<file path="config.mk">
export PLATFORM = sky130hd
export DESIGN_NAME = mem_arb
export DESIGN_NICKNAME = d
export VERILOG_FILES = /design/src/rtl/mem_arb.sv
export SDC_FILE = /design/constraint.sdc
export NUM_CORES = 1
export LEC_CHECK = 0
export ABC_AREA = 0
export CORE_AREA = 3 3 115 117
export CTS_BUF_LIST = sky130_fd_sc_hd__clkbuf_4 sky130_fd_sc_hd__clkbuf_8 sky130_fd_sc_hd__clkbuf_16
export DETAILED_ROUTE_END_ITERATION = 7
export DIE_AREA = 0 0 118 120
export GPL_TIMING_DRIVEN = 0
export PLACE_DENSITY = 0.61
export SYNTH_ARGS = -nofsm -noshare
export SYNTH_HDL_FRONTEND = slang
export SYNTH_SLANG_ARGS = --single-unit
export TNS_END_PERCENT = 50
</file>
<file path="constraint.sdc">
create_clock -name clk -period 2.7 [get_ports clk]
set_clock_uncertainty 0.2 [all_clocks]
set_input_delay 0.54 -clock clk [delete_from_list [all_inputs] [get_ports clk]]
set_output_delay 0.54 -clock clk [all_outputs]
set_load 0.05 [all_outputs]
</file>
<file path="src/rtl/mem_arb.sv">
// Single-port memory arbiter for debug loader, CPU data and CPU fetch ports.
// Owns the CPU halt handshake and routes 1-cycle read responses to the issuer.
module mem_arb #(
    parameter int CPU_WIDTH  = 32,
    parameter int ADDR_W     = 12,
    parameter int STARVE_MAX = 7,
    parameter int BOOT_HALT  = 1
) (
    input  logic                    clk,
    input  logic                    rst_n,
    input  logic                    dbg_halt,
    output logic                    cpu_halted,
    input  logic                    dbg_req,
    input  logic                    dbg_we,
    input  logic [ADDR_W-1:0]       dbg_addr,
    input  logic [CPU_WIDTH-1:0]    dbg_wdata,
    output logic                    dbg_gnt,
    output logic                    dbg_rvalid,
    output logic [CPU_WIDTH-1:0]    dbg_rdata,
    input  logic                    dmem_req,
    input  logic                    dmem_we,
    input  logic [ADDR_W-1:0]       dmem_addr,
    input  logic [CPU_WIDTH-1:0]    dmem_wdata,
    input  logic [CPU_WIDTH/8-1:0]  dmem_wstrb,
    output logic                    dmem_gnt,
    output logic                    dmem_rvalid,
    output logic [CPU_WIDTH-1:0]    dmem_rdata,
    input  logic                    imem_req,
    input  logic [ADDR_W-1:0]       imem_addr,
    output logic                    imem_gnt,
    output logic                    imem_rvalid,
    output logic [CPU_WIDTH-1:0]    imem_rdata,
    output logic                    mem_en,
    output logic                    mem_we,
    output logic [ADDR_W-1:0]       mem_addr,
    output logic [CPU_WIDTH-1:0]    mem_wdata,
    output logic [CPU_WIDTH/8-1:0]  mem_wstrb,
    input  logic [CPU_WIDTH-1:0]    mem_rdata
);
    localparam int SW = CPU_WIDTH / 8;

    typedef enum logic [1:0] {RUN, DRAIN, HALTED} state_t;
    typedef enum logic [1:0] {OWN_DBG, OWN_DMEM, OWN_IMEM} owner_t;

    state_t     state;
    owner_t     tag_owner;
    logic       tag_valid;
    logic [3:0] starve_cnt;
    logic       cpu_en;
    logic       starved;
    logic       rd_gnt;
    owner_t     rd_owner;

    assign cpu_en  = (state == RUN);
    assign starved = (starve_cnt >= 4'(STARVE_MAX));

    // Grants are masked by reset so nothing reaches the macro while held in reset.
    assign dbg_gnt  = rst_n && dbg_req;
    assign imem_gnt = rst_n && !dbg_req && cpu_en && imem_req && (starved || !dmem_req);
    assign dmem_gnt = rst_n && !dbg_req && cpu_en && dmem_req && !(imem_req && starved);

    always_comb begin
        mem_en    = 1'b0;
        mem_we    = 1'b0;
        mem_addr  = '0;
        mem_wdata = '0;
        mem_wstrb = '0;
        rd_gnt    = 1'b0;
        rd_owner  = OWN_DBG;
        if (dbg_gnt) begin
            mem_en    = 1'b1;
            mem_we    = dbg_we;
            mem_addr  = dbg_addr;
            mem_wdata = dbg_wdata;
            mem_wstrb = {SW{dbg_we}};
            rd_gnt    = !dbg_we;
            rd_owner  = OWN_DBG;
        end else if (dmem_gnt) begin
            mem_en    = 1'b1;
            mem_we    = dmem_we;
            mem_addr  = dmem_addr;
            mem_wdata = dmem_wdata;
            mem_wstrb = dmem_wstrb;
            rd_gnt    = !dmem_we;
            rd_owner  = OWN_DMEM;
        end else if (imem_gnt) begin
            mem_en    = 1'b1;
            mem_addr  = imem_addr;
            rd_gnt    = 1'b1;
            rd_owner  = OWN_IMEM;
        end
    end

    assign dbg_rvalid  = tag_valid && (tag_owner == OWN_DBG);
    assign dmem_rvalid = tag_valid && (tag_owner == OWN_DMEM);
    assign imem_rvalid = tag_valid && (tag_owner == OWN_IMEM);
    assign dbg_rdata   = dbg_rvalid  ? mem_rdata : '0;
    assign dmem_rdata  = dmem_rvalid ? mem_rdata : '0;
    assign imem_rdata  = imem_rvalid ? mem_rdata : '0;

    always_ff @(posedge clk or negedge rst_n) begin
        if (!rst_n) begin
            tag_valid  <= 1'b0;
            tag_owner  <= OWN_DBG;
            starve_cnt <= '0;
        end else begin
            tag_valid <= rd_gnt;
            tag_owner <= rd_owner;
            if (imem_req && !imem_gnt)
                starve_cnt <= (starve_cnt == 4'd15) ? 4'd15 : starve_cnt + 4'd1;
            else
                starve_cnt <= '0;
        end
    end

    // DRAIN waits until no CPU-side read is still in flight before freezing.
    always_ff @(posedge clk or negedge rst_n) begin
        if (!rst_n) begin
            state      <= (BOOT_HALT != 0) ? HALTED : RUN;
            cpu_halted <= (BOOT_HALT != 0);
        end else begin
            case (state)
                RUN: if (dbg_halt) state <= DRAIN;
                DRAIN: begin
                    if (!dbg_halt) begin
                        state <= RUN;
                    end else if (!tag_valid || tag_owner == OWN_DBG) begin
                        state      <= HALTED;
                        cpu_halted <= 1'b1;
                    end
                end
                HALTED: begin
                    if (!dbg_halt) begin
                        state      <= RUN;
                        cpu_halted <= 1'b0;
                    end
                end
                default: begin
                    state      <= RUN;
                    cpu_halted <= 1'b0;
                end
            endcase
        end
    end
endmodule

</file>
==> summary.txt <==
Figures from the implementation reports.

- The worst-skew pair later-pin latency reads 0.24 ns.
- The multiplexer share of the synthesized area reads 0.
- The register clock-pin slew on the reported worst setup and hold paths reads 0.04 ns.
- The residual overflow from global routing reads 0.
- The minimum hold slack is -0.104 ns.
- By area the synthesized netlist is led by and2_1 34%, a22o_1 16%, dfrtp_1 11%.
- The area taken by flip-flops and latches reads between 200 and 300 um2.
- The shortest period the worst path allows is about 2.9 ns.
- In this run the cell area of the synthesized design comes to between 0.0015 and 0.002 mm2.
- For the worst reg-to-reg path, the endpoint reported by OpenROAD is tag_valid.
- The total of max-cap violations reads 0.
- In the synthesized netlist, the dominant kind of combinational cell is simple AND/OR/NAND/NOR gates.
- The most frequent cell after synthesis reads and2_1.
- The share of Yosys cell area claimed by the top area cell type is 0.344.
- Of the total synthesized cell area, the portion taken by AND-OR and OR-AND cells is 0.318.
- The chip area line of the yosys report reads roughly 0.0018 mm2.
- The residual antenna-violating net count after detailed routing is 0.
- The maximum number of buffers from clock root to sink reads 2.
- The post-synthesis share of cell area spent on and, or, nand and nor gates is 0.445.
- The worst setup slack after layout reads -0.183 ns.
- The number of global-route vias before repair is 3265.
- The I/O pin total is between 200 and 300.
- The layout has approximately 1.2k filler cells.
- The H-tree level count reads 1.
- The count of pins over their slew limit is 0.
- Per the OpenROAD floorplan log, the area of the core is 0.0125 mm2.
- The share of the Yosys chip area taken by registers is 0.143.
- The top fanout value on the critical path reads 5.
- In this run the critical register-to-register path is launched from starve_cnt[0].
- The iteration tally of the first detailed-router pass is 4.
- The yosys warning tally reads 0.
- The leakage component of the power is ~2.6 nW.
- The instance count of the mapped netlist is roughly 230.
- The detail-routed net length per standard cell reads between 15 and 20 um.
- The first global-routing pass estimated approximately 19000 um of wire.
- The area taken by multi-input combinational cells is reported as around 0.0017 mm2.
- The commonest cells after synthesis are 97 x and2_1, 32 x a22o_1, 15 x clkbuf_1, 14 x and3_1, 13 x a221o_1.
- Derived from the worst setup path, the maximum achievable clock frequency is 347 MHz.
- The cell area power density reads between 200 and 250 mW/mm2.
- The type of the most critical hold path reads in -> async.
- The number of cells reported by Yosys stat comes to 229.
- The number of distinct library cell variants in the gate-level netlist after synthesis reads 31.
- The internal reg-to-reg setup slack reads between 0.5 and 0.6 ns.
- The initial utilization of the core area, before any placement, comes to 0.142.
- The number of clock sinks is 10.
- The data arrival at the endpoint of the critical path is roughly 2.1 ns.
- The worst setup timing slack at the placement stage is -1.91 ns.
- The count of endpoints failing hold in the final timing report is 8.
- The violation tally from detailed-route iteration zero reads roughly 110.
- The count of flip-flops with a built-in enable after synthesis reads 0.
- The placed wire-length estimate after detailed placement is roughly 11000 um.
- Per the synthesis report, the dominant area consumer among library cells is and2_1.
- The run finished, with violations left.
- Of the cells placed in the final design, the portion with a size suffix greater than 1 is 0.444.
- The transition at the pin with the smallest max-transition slack reads ~0.53 ns.
- The synthesized design contains 10 register bits.
- The end point of the critical path reads mem_wdata[2].
- The beginning of the critical path is dbg_req.
- The via density per instance is ~4.3.
- The number of antenna violations at the first check in global routing reads 1.
- The total tool warning count is 31.
- The xor and xnor area share after synthesis is 0.
- The area growth from synthesis to final layout is 247%.
- The die outline area is ~0.014 mm2.
- The fraction of registers with async set/reset is 1.00.
- The critical path is of the in -> out type.
- The remaining routing DRC violations is 0.
- The CTS report gives the tree buffer count as 3.
- Entering global routing, the biggest net connects 17 pins.
- The type of element launching the critical path is an input port.
- The buffer type at the clock tree root is clkbuf_16.
- During placement, the flow inserted port buffers numbering a little under 300.
- For this run, the final setup violation count is recorded as about 52.
- The number of nets produced by synthesis reads 374.
- The capturing element type of the critical path is a primary output.
- The worst-case max-slew headroom was logged as 0.646.
- STA puts the critical path data required time at 1.96 ns.
- The checks that failed: negative hold slack, negative setup slack.
- The cell depth of the worst flop-to-flop path is 8.
- The standard-cell row count is roughly 40.
- Dividing the final minimum period by the clock period gives 1.07.
- The global-route total usage across every layer is 0.168.
- The die is 120 um tall.
- The cell-mix breakdown from Yosys lists the adder-cell area share as 0.00709.
- The CTS tree reads built.
- The net total in the final layout reads around 690.
- The post-route total power is roughly 1.5 mW.
- The die extent in x reads approximately 120 um.
- The peak supply drop is 0.000137 V.
- The routability-driven placement congestion ratio is approximately 0.85.
- Setup repair after global routing could not meet its margin everywhere.
- The average instance area after synthesis reads 7.70 um2.
- The prevailing post-synth register cell is dfrtp_1.
worst min path at each step:
stage / to / slack, ns / depth (start not counted)
5_1_grt: state[0] / -0.10 / 1
6_report: state[0] / -0.10 / 1
3_5_place_dp: starve_cnt[0] / 0.29 / 1
2_1_floorplan: starve_cnt[0] / 0.04 / 0
4_1_cts: state[0] / -0.11 / 1
3_3_place_gp: starve_cnt[0] / 0.28 / 1
logic make-up (layout without fill, tap and decap cells):
kind of cell	Yosys count	after routing
buffers and inverters	29	347
DFF	10	10
adders and majority gates	1	1
AOI/OAI and AO/OA	64	64
and+or+nand+nor	125	125
other	0	1
power by group:
group	switching (mW)	total (mW)	internal, mW
registers	0.0131	0.182	0.169
clock network	0.0677	0.275	0.208
logic	0.533	1.06	0.523
critical path, cell delays in order:
cell and delay, ns:
buf_8 0.10, or4b_4 0.56, a211oi_4 0.22, buf_12 0.16
buf_12 0.13, buf_8 0.13, a22o_4 0.15, buf_8 0.14
cells in the final DEF, fill, tap and decap left out, types with 3 or more instances in the layout:
master	synthesis	final
clkbuf_1	15	4
clkbuf_2	0	11
buf_8	0	49
buf_6	5	8
dfrtp_1	8	8
buf_12	0	13
and2_1	97	96
a22o_4	0	32
buf_4	1	7
buf_16	0	3
clkdlybuf4s15_2	0	88
a211oi_1	4	4
inv_1	7	7
and3_1	14	14
a21o_4	0	5
a221o_2	0	12
dlygate4sd2_1	0	13
clkdlybuf4s50_1	0	140
clkbuf_16	0	3
what timing repair did:
action,in CTS,in global routing
endpoints found under the hold margin,8,8
gates resized,775,21
cloned,6,0
setup buffers,15,5
pin swaps,44,11
endpoints found under the setup margin,153,109
stage by stage:
step	instances	setup TNS, ns	area [um2]	hold slack [ns]	utilization
2_1_floorplan	229	-1.11	1930	0.0444	-
3_3_place_gp	697	-118.77	5110	0.278	0.410
3_5_place_dp	697	-121.45	5110	0.295	0.410
4_1_cts	719	-9.28	6140	-0.107	0.492
5_1_grt	720	-9.72	6120	-0.103	0.491
6_report	720	-6.79	6120	-0.104	0.491
cell type report:
type / count / area share
plain buffers: 18 / 0.0207
inverters: 7 / 0.00430
repair buffers: 318 / 0.600
flip-flops and latches: 10 / 0.0413
multi-input cells: 190 / 0.284
diodes: 1 / 0.000409
clock buffers: 4 / 0.0135
well taps: 172 / 0.0352
sequential cells by signal, indices dropped and copies added, names as in the netlist:
name,count
state,2
tag_valid,1
cpu_halted,1
tag_owner,2
starve_cnt,4
per-layer routing:
layer  wire length, um  up-vias  GRT usage  part of all wire
met1              4240     1399      0.153              0.33
met3              1170        8     0.0509             0.091
met4               151        0     0.0374             0.012
met2              7270      190      0.356              0.57
li1                  -     1466          -                 -
met5                 0        -          0                 0
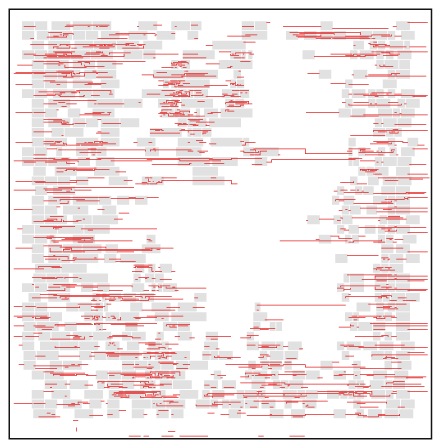
Figure 1: metal 1.
nets with wire on the layer	573
wire length on this layer	4240 um
share of all routed wire	33%
number of vias after detailed routing: 3063
met1 layer usage reported by global route: 0.153
final wirelength: 12800 um

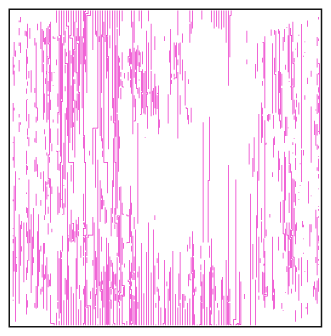
Figure 2: signal wires on met2.
longest straight run	60.0 um
share of all routed wire	57%
nets with wire on the layer	614
main direction	vertical
met2 global-route usage: 0.356

Power figures rest on the tool's default switching activity, not on a simulated workload.
